--- config.mk ---
export PLATFORM = sky130hd
export DESIGN_NAME = sl_rx_ctrl
export DESIGN_NICKNAME = d
export VERILOG_FILES = /design/src/rtl/sl_rx_ctrl.sv
export SDC_FILE = /design/constraint.sdc
export NUM_CORES = 1
export LEC_CHECK = 0
export CORE_AREA = 2 2 102 203
export CTS_CLUSTER_DIAMETER = 80
export DETAILED_ROUTE_END_ITERATION = 16
export DIE_AREA = 0 0 104 205
export MAX_ROUTING_LAYER = met4
export PLACE_DENSITY = 0.72
export RECOVER_POWER = 25
export SLEW_MARGIN = 20
export SYNTH_ARGS = -nofsm -noshare
export SYNTH_HDL_FRONTEND = slang
export SYNTH_SLANG_ARGS = --single-unit
export TNS_END_PERCENT = 1
--- constraint.sdc ---
create_clock -name clk -period 2.1 [get_ports clk]
set_input_delay 0.21 -clock clk [delete_from_list [all_inputs] [get_ports clk]]
set_output_delay 0.21 -clock clk [all_outputs]
set_load 0.05 [all_outputs]
--- src/rtl/sl_rx_ctrl.sv ---
`default_nettype none
// ============================================================================
// Module      : sl_rx_ctrl
// Description : Host-side controller for a serial-link receiver. Buffers
//               completed received words in a small FIFO, exposes config,
//               data and status registers to a one-hot addressed host bus,
//               hands new configurations to the receiver through a
//               handshake FSM and raises level or pulse interrupts.
// Revision    : 1.0 - initial release
// ============================================================================
module sl_rx_ctrl #(
    parameter int FIFO_DEPTH  = 4,
    parameter int CFG_TIMEOUT = 32
) (
    input  logic        clk,
    input  logic        rst_n,
    input  logic [3:0]  addr,
    input  logic        wr_en,
    input  logic        rd_en,
    input  logic [31:0] wdata,
    output logic [31:0] rdata,
    output logic        rd_valid,
    output logic        irq,
    input  logic [15:0] rx_status_w,
    input  logic [31:0] rx_data_w,
    input  logic [15:0] rx_config_w,
    input  logic        rx_changed,
    output logic [15:0] rx_wr_config_w,
    output logic        rx_wr_enable
);

    localparam int AW = (FIFO_DEPTH > 1) ? $clog2(FIFO_DEPTH) : 1;
    localparam int CW = AW + 1;
    localparam int TW = (CFG_TIMEOUT > 2) ? $clog2(CFG_TIMEOUT) : 1;

    localparam logic [3:0]    c_addr_config = 4'b0001;
    localparam logic [3:0]    c_addr_data_w = 4'b0010;
    localparam logic [3:0]    c_addr_data_r = 4'b0100;
    localparam logic [3:0]    c_addr_status = 4'b1000;
    localparam logic [CW-1:0] c_fifo_full   = CW'(FIFO_DEPTH);
    localparam logic [TW-1:0] c_tmo_last    = TW'(CFG_TIMEOUT - 1);

    typedef enum logic [1:0] {
        ST_IDLE      = 2'd0,
        ST_CFG_WAIT  = 2'd1,
        ST_CFG_APPLY = 2'd2,
        ST_CFG_ERR   = 2'd3
    } cfg_state_t;

    cfg_state_t        r_state;
    cfg_state_t        w_state_nxt;
    logic [15:0]       r_pending;
    logic [TW-1:0]     r_tmo;
    logic              w_tmo_clr;
    logic              w_tmo_inc;

    logic [37:0]       r_mem [FIFO_DEPTH];
    logic [AW-1:0]     r_wr_ptr;
    logic [AW-1:0]     r_rd_ptr;
    logic [CW-1:0]     r_count;
    logic              r_ovf;
    logic              r_udf;
    logic              r_cfg_err;
    logic              r_irq_pulse;

    logic              w_wr_cfg;
    logic              w_flush;
    logic              w_rd_acc;
    logic              w_rd_dr;
    logic              w_rd_st;
    logic              w_empty;
    logic              w_full;
    logic              w_cap;
    logic              w_push;
    logic              w_pop;
    logic              w_ovf_set;
    logic              w_udf_set;
    logic              w_cerr_set;
    logic [37:0]       w_head;
    logic [5:0]        w_head_st;
    logic [31:0]       w_head_data;
    logic [4:0]        w_count_ext;
    logic [31:0]       w_status_word;
    logic [31:0]       w_rd_value;
    logic              w_unused;

    // Host access decode; a write in the same cycle as a read suppresses the read
    assign w_wr_cfg = wr_en & (addr == c_addr_config);
    assign w_flush  = wr_en & (addr == c_addr_data_w);
    assign w_rd_acc = rd_en & ~wr_en;
    assign w_rd_dr  = w_rd_acc & (addr == c_addr_data_r);
    assign w_rd_st  = w_rd_acc & (addr == c_addr_status);

    // Only word-end or length-error events produce a buffered entry
    assign w_empty   = (r_count == '0);
    assign w_full    = (r_count == c_fifo_full);
    assign w_cap     = rx_changed & (rx_status_w[3] | rx_status_w[5]);
    assign w_pop     = w_rd_dr & ~w_empty;
    // A flush discards anything arriving in the same cycle
    assign w_push    = w_cap & (~w_full | w_pop) & ~w_flush;
    assign w_ovf_set = w_cap & w_full & ~w_pop & ~w_flush;
    assign w_udf_set = w_rd_dr & w_empty;
    assign w_cerr_set = (r_state == ST_CFG_ERR);

    assign w_head      = r_mem[r_rd_ptr];
    assign w_head_st   = w_empty ? 6'd0 : w_head[37:32];
    assign w_head_data = w_empty ? 32'd0 : w_head[31:0];
    assign w_count_ext = 5'(r_count);

    assign w_status_word = {1'b0, w_head_st, r_cfg_err, (r_state != ST_IDLE),
                            r_udf, r_ovf, w_count_ext, rx_status_w};

    assign w_unused = &{1'b0, wdata[31:16]};

    // FIFO storage; contents are meaningless outside the pointer window
    always_ff @(posedge clk) begin
        if (w_push) begin
            r_mem[r_wr_ptr] <= {rx_status_w[5:0], rx_data_w};
        end
    end

    // FIFO pointers and occupancy; pointers wrap naturally at power-of-two depth
    always_ff @(posedge clk or negedge rst_n) begin
        if (!rst_n) begin
            r_wr_ptr <= '0;
            r_rd_ptr <= '0;
            r_count  <= '0;
        end else if (w_flush) begin
            r_wr_ptr <= '0;
            r_rd_ptr <= '0;
            r_count  <= '0;
        end else begin
            if (w_push) begin
                r_wr_ptr <= r_wr_ptr + AW'(1);
            end
            if (w_pop) begin
                r_rd_ptr <= r_rd_ptr + AW'(1);
            end
            if (w_push && !w_pop) begin
                r_count <= r_count + CW'(1);
            end else if (w_pop && !w_push) begin
                r_count <= r_count - CW'(1);
            end
        end
    end

    // Sticky flags, cleared by a STATUS read unless set again in that cycle
    always_ff @(posedge clk or negedge rst_n) begin
        if (!rst_n) begin
            r_ovf     <= 1'b0;
            r_udf     <= 1'b0;
            r_cfg_err <= 1'b0;
        end else begin
            r_ovf     <= w_ovf_set  | (r_ovf     & ~w_rd_st);
            r_udf     <= w_udf_set  | (r_udf     & ~w_rd_st);
            r_cfg_err <= w_cerr_set | (r_cfg_err & ~w_rd_st);
        end
    end

    // Read-data mux for the addressed register
    always_comb begin
        w_rd_value = 32'd0;
        case (addr)
            c_addr_config: w_rd_value = {16'd0, rx_config_w};
            c_addr_data_w: w_rd_value = 32'd0;
            c_addr_data_r: w_rd_value = w_head_data;
            c_addr_status: w_rd_value = w_status_word;
            default:       w_rd_value = 32'd0;
        endcase
    end

    // Registered read return; rdata is zero whenever rd_valid is low
    always_ff @(posedge clk or negedge rst_n) begin
        if (!rst_n) begin
            rdata    <= 32'd0;
            rd_valid <= 1'b0;
        end else begin
            rdata    <= w_rd_acc ? w_rd_value : 32'd0;
            rd_valid <= w_rd_acc;
        end
    end

    // Config handshake state register, pending value and timeout counter
    always_ff @(posedge clk or negedge rst_n) begin
        if (!rst_n) begin
            r_state   <= ST_IDLE;
            r_pending <= 16'd0;
            r_tmo     <= '0;
        end else begin
            r_state <= w_state_nxt;
            if (w_wr_cfg) begin
                r_pending <= wdata[15:0];
            end
            if (w_tmo_clr) begin
                r_tmo <= '0;
            end else if (w_tmo_inc) begin
                r_tmo <= r_tmo + TW'(1);
            end
        end
    end

    // Config handshake next-state; a new CONFIG write restarts from CFG_WAIT
    always_comb begin
        w_state_nxt = r_state;
        w_tmo_clr   = 1'b0;
        w_tmo_inc   = 1'b0;
        case (r_state)
            ST_IDLE: begin
                w_state_nxt = ST_IDLE;
            end
            ST_CFG_WAIT: begin
                if (!rx_status_w[1]) begin
                    w_state_nxt = ST_CFG_APPLY;
                    w_tmo_clr   = 1'b1;
                end
            end
            ST_CFG_APPLY: begin
                if (rx_config_w == r_pending) begin
                    w_state_nxt = ST_IDLE;
                end else if (r_tmo == c_tmo_last) begin
                    w_state_nxt = ST_CFG_ERR;
                end else begin
                    w_tmo_inc = 1'b1;
                end
            end
            ST_CFG_ERR: begin
                w_state_nxt = ST_IDLE;
            end
            default: begin
                w_state_nxt = ST_IDLE;
            end
        endcase
        if (w_wr_cfg) begin
            w_state_nxt = ST_CFG_WAIT;
            w_tmo_clr   = 1'b1;
            w_tmo_inc   = 1'b0;
        end
    end

    assign rx_wr_enable   = (r_state == ST_CFG_APPLY);
    assign rx_wr_config_w = r_pending;

    // Pulse-mode interrupt source: one cycle after each push or cfg_err set
    always_ff @(posedge clk or negedge rst_n) begin
        if (!rst_n) begin
            r_irq_pulse <= 1'b0;
        end else begin
            r_irq_pulse <= w_push | w_cerr_set;
        end
    end

    // IRQM selects pulse mode; otherwise irq is a level of pending conditions
    assign irq = rx_config_w[8] ? r_irq_pulse : (~w_empty | r_ovf | r_cfg_err);

endmodule
`default_nettype wire

Figure 1. Placed standard cells.
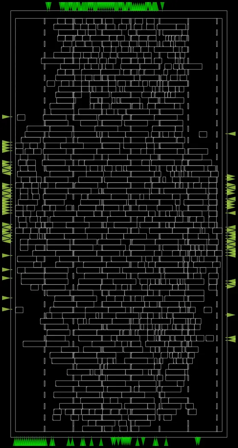
flip-flops: 219
# rows: 73
Finished Core Util: 0.599
Fill cells: 1518
Core ar.: 19700 µm²

Figure 2. Cells coloured by class.
Fill, decap, tap and diode cells in grey.
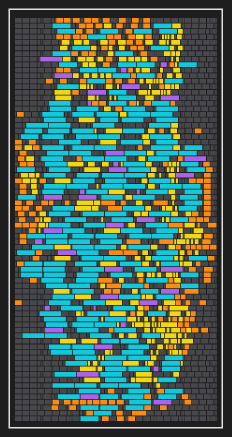
Key: sequential cells = cyan [cells 219]; remaining buffers and delay cells = orange [cells 198]; clock drivers and dummy loads = purple [cells 36]; remaining logic cells = yellow [cells 272]

Figure 3. Routed metal, one colour a layer.
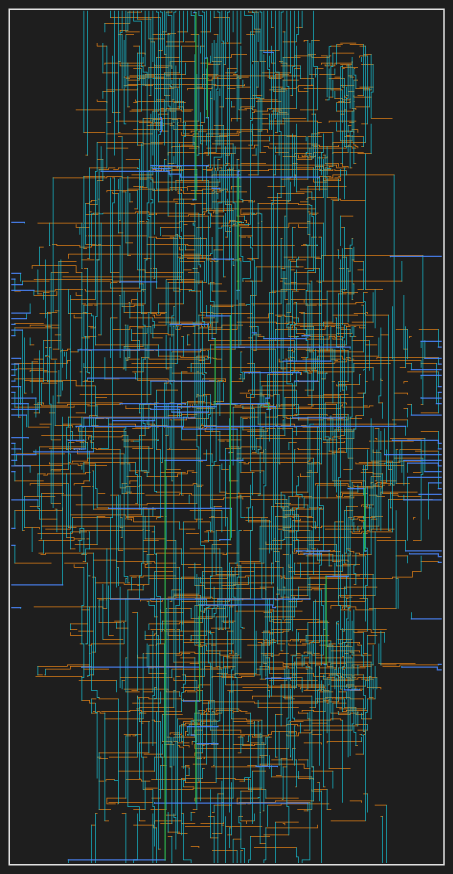
Key: M1 = orange [wire length 7840 µm]; M4 = green [wire length 337 µm]; M3 = blue [wire length 972 µm]; M2 = cyan [wire length 12600 µm]

Figure 4. Cell sizes after repair.
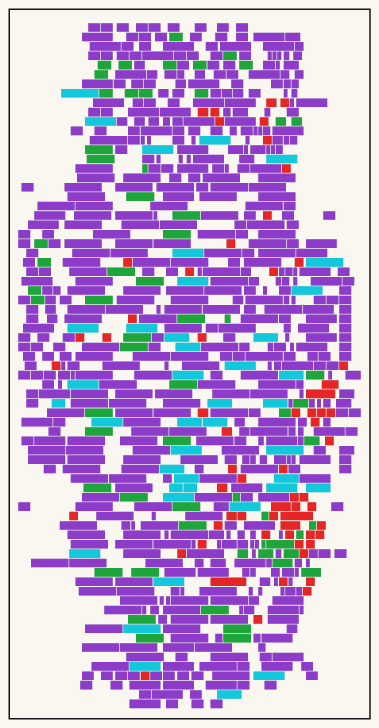
Key: x2 = green [cells 61, share 8.4%, most used mux4_2]; x1 and smaller = purple [cells 561, share 77%, most used edfxtp_1]; x3 and x4 = red [cells 62, share 8.6%, most used buf_4]; x6 and larger = cyan [cells 41, share 5.7%, most used clkbuf_16]

==> results_slide.txt <==
Synthesis and Place & Route Summary

Run
  – Log Warnings: 51
  – Max Cap Violations: 0

Detailed routing
  – Total wire length: 21800 µm
  – Initial detailed-routing violation count: 362
  – Via count: 5376
  – Top routing layer in use: met4
  – Routed len/inst: 22.0 µm
  – DR WL met2: 12600 µm
  – M1 WL: 7840 µm
  – Vias/cell: 5.44
  – Residual DRC count: 0
  – Routed wl met3: 972 µm
  – DR pass1 iterations: 6
  – Post-DRT Antenna Nets: 0

Synthesis
  – Async set-reset flop share out of synthesis: 0.306
  – Post-synth regs: 219
  – Syn Area/Cell: 17.0 µm²
  – YS chip area: 8790 µm²
  – Unique masters post-synth: 53
  – Yosys cell count: 517
  – Nets at Floorplan: 633
  – Ys Warns: 0
  – Seq/Total Area, Yosys: 0.710
  – Synthesized area: 8790 µm²
  – Cells after Synth: 517
  – Post-synth EDFFs: 152
  – Ys flop type: edfxtp_1

Place
  – Area after DPL: 11000 µm²
  – I/O Buffers: 139
  – Post-DP HPWL: 15800 µm
  – Routability cong.: 0.857

Global routing
  – Pin count of the biggest net entering global routing: 68
  – Global route overflow: 0
  – Initial antenna violation count: 1
  – First-pass GRT wire length: 33700 µm
  – Vias in the first global route: 5902
  – GRT Util Overall: 0.212

Clock tree
  – CTS sink count: 219
  – Skew-Pair Late Insertion Delay: 490 ps
  – # H-tree levels: 1
  – Clock slew at reported path FFs: 70 ps
  – CTS tree: built
  – Clock buffer depth: 3
  – Cts bufs inserted: 20
  – CTS Root Cell: clkbuf_16

STA
  – Final period util: 0.992
  – FMAX: 480 MHz
  – Setup Viol. Count Final: 0
  – Slew @ Worst Pin: 922 ps
  – Worst rel slew slack: 0.385
  – Final Skew: 11.1 ps
  – Final min period: 2080 ps
  – Final Hold Violating Endpoints: 0
  – Pins Over Slew Limit: 0
  – Unrepaired setup endpoints after global routing: true

Finish
  – Top Layout Cells: 152 x edfxtp_1, 101 x clkdlybuf4s50_1, 66 x dfrtp_1
  – Area Growth Syn to Fin: 34.4%
  – Commonest Layout Cell: edfxtp_1
  – Fin area: 11800 µm²
  – Layout cell share with drive strength beyond 1: 0.226
  – Nets: 827

Setup path
  – R2r startpoint: r_count[1]$_DFFE_PN0P_
  – Slowest-stage cell, CP: dfrtp_1
  – WP data required: 1890 ps
  – CP cell instances: buf_4 -> or3_1 -> nor4_2 -> a21oi_2 -> buf_12
  – Reg2reg setup slack: 110 ps
  – R2r endpoint: r_count[2]$_DFFE_PN0P_
  – Crit path max fanout: 4
  – Worst path bufs/invs: 2
  – CP Capture Type: primary output
  – Worst EP arrival: 1870 ps
  – Crit path launch type: flip-flop
  – FF-to-FF path depth: 10
  – Slowest Stage Delay on Critical Path: 390 ps
  – CP delay by family, top: simple AND/OR/NAND/NOR gates
  – Crit Path Category: flip-flop to primary output

Power
  – Switch Pwr: 3.45 mW
  – PwrDens: 1050 nW/µm²
  – Leakage: 4.27 nW
  – Reg power frac: 0.446
  – Pint: 9.01 mW
  – Power Total: 12.5 mW
  – Clk pwr share: 0.315
  – Switching power share of the total: 0.277
  – Combinational power share: 0.240
  – VDD IR max: 0.000772 V

Floorplan
  – Die height: 205 µm
  – Die Area: 21300 µm²
  – Fp util: 0.446
  – Ports: 156
  – Die W: 104 µm

Min path
  – Min-delay src: rd_en
  – Hold Path Sink: rd_valid$_DFF_PN0_
  – Tightest Hold Check Type: input port to flip-flop
  – Hold Path Stages: 2

Run status
  – Outcome: completed
## power by group through the flow
stage	clock, mW	sequential (mW)	combinational (mW)
6_report	3.92	5.56	2.99
5_1_grt	4.16	5.61	3.19
4_1_cts	4.00	5.56	3.00
3_5_place_dp	0	5.65	2.95
3_3_place_gp	0	5.60	2.89
2_1_floorplan	0	5.78	1.57
## sequential cells by signal (all words and copies together), names as in the netlist, 2 cells and up
name,count
r_tmo,5
r_count,3
rdata,32
rx_wr_config_w,16
r_wr_ptr,2
r_rd_ptr,2
r_mem,152
r_state,2
## worst max-delay path by stage
stage | depth (start not counted) | end | start
floorplan | 12 | r_count[2]$_DFFE_PN0P_ | addr[0]
global placement | 11 | r_count[2]$_DFFE_PN0P_ | addr[1]
detailed placement | 11 | r_count[2]$_DFFE_PN0P_ | addr[1]
CTS | 11 | r_count[2]$_DFFE_PN0P_ | wr_en
global route | 5 | irq | r_count[2]$_DFFE_PN0P_
finish | 5 | irq | r_count[2]$_DFFE_PN0P_
## Yosys cell counts, types with 3 or more instances
cell type / n / area [µm²]
a222oi_1: 16 / 160
nor2b_1: 4 / 25.0
o22ai_1: 6 / 37.5
nand2_1: 14 / 52.6
clkbuf_1: 15 / 56.3
edfxtp_1: 152 / 4560
nor2_1: 38 / 143
xor2_1: 3 / 26.3
nand2b_1: 4 / 25.0
o21ai_0: 13 / 65.1
mux2i_1: 26 / 260
mux2_2: 16 / 180
xnor2_1: 19 / 166
and2_1: 7 / 43.8
inv_1: 11 / 41.3
a22oi_1: 7 / 52.6
nand4_1: 4 / 25.0
or3_1: 3 / 18.8
buf_2: 7 / 35.0
nor3_1: 3 / 15.0
dfrtp_1: 67 / 1680
ha_1: 10 / 125
mux4_2: 26 / 586
o221ai_1: 6 / 52.6
a21oi_1: 3 / 15.0
## routing by layer
layer,track usage,vias up
met3,0.0232,26
met2,0.398,184
met1,0.238,2759
met4,0.0560,0
met5,-,-
li1,-,2407
## what timing repair did
item	in CTS	in global routing
setup buffers	2	1
pin swaps	6	5
endpoints found under the setup margin	2	155
resized	7	8
endpoints found under the hold margin	67	0
hold buffers	1	0
## cells by family (layout without fill, tap and decap cells)
kind of cell	after synthesis	count (layout)	synth area share
mux	68	68	0.117
other cells	0	1	0
xor+xnor	22	22	0.0219
fa+ha+maj	11	11	0.0165
compound gates	69	69	0.0622
buf+inv	37	245	0.0185
flops	219	219	0.710
simple gates	91	91	0.0542
## cell type report
type                    instances  area, µm²  share of cell area
well taps                     262        328              0.0277
diodes                          1       2.50            0.000212
multi-input cells             261       2470               0.209
clock inverters                15        200              0.0169
clock buffers                  21        526              0.0445
repair buffers                198       2010               0.170
flip-flops and latches        219       6240               0.528
inverters                      11       41.3             0.00349
## per-stage QoR
step                utilization  setup WS, ps  hold WS [ps]  instances  TNS (ps)
finish                    0.599          17.7          66.4        988         0
floorplan                     -          -277         -85.6        517    -40020
global route              0.599         -70.5          68.5        988     -70.5
global placement          0.558          -514           373        947    -56630
CTS                       0.598         -40.2           324        986     -40.2
detailed placement        0.558          -594           391        947    -64170
Power figures rest on the tool's default switching activity, not on a simulated workload.
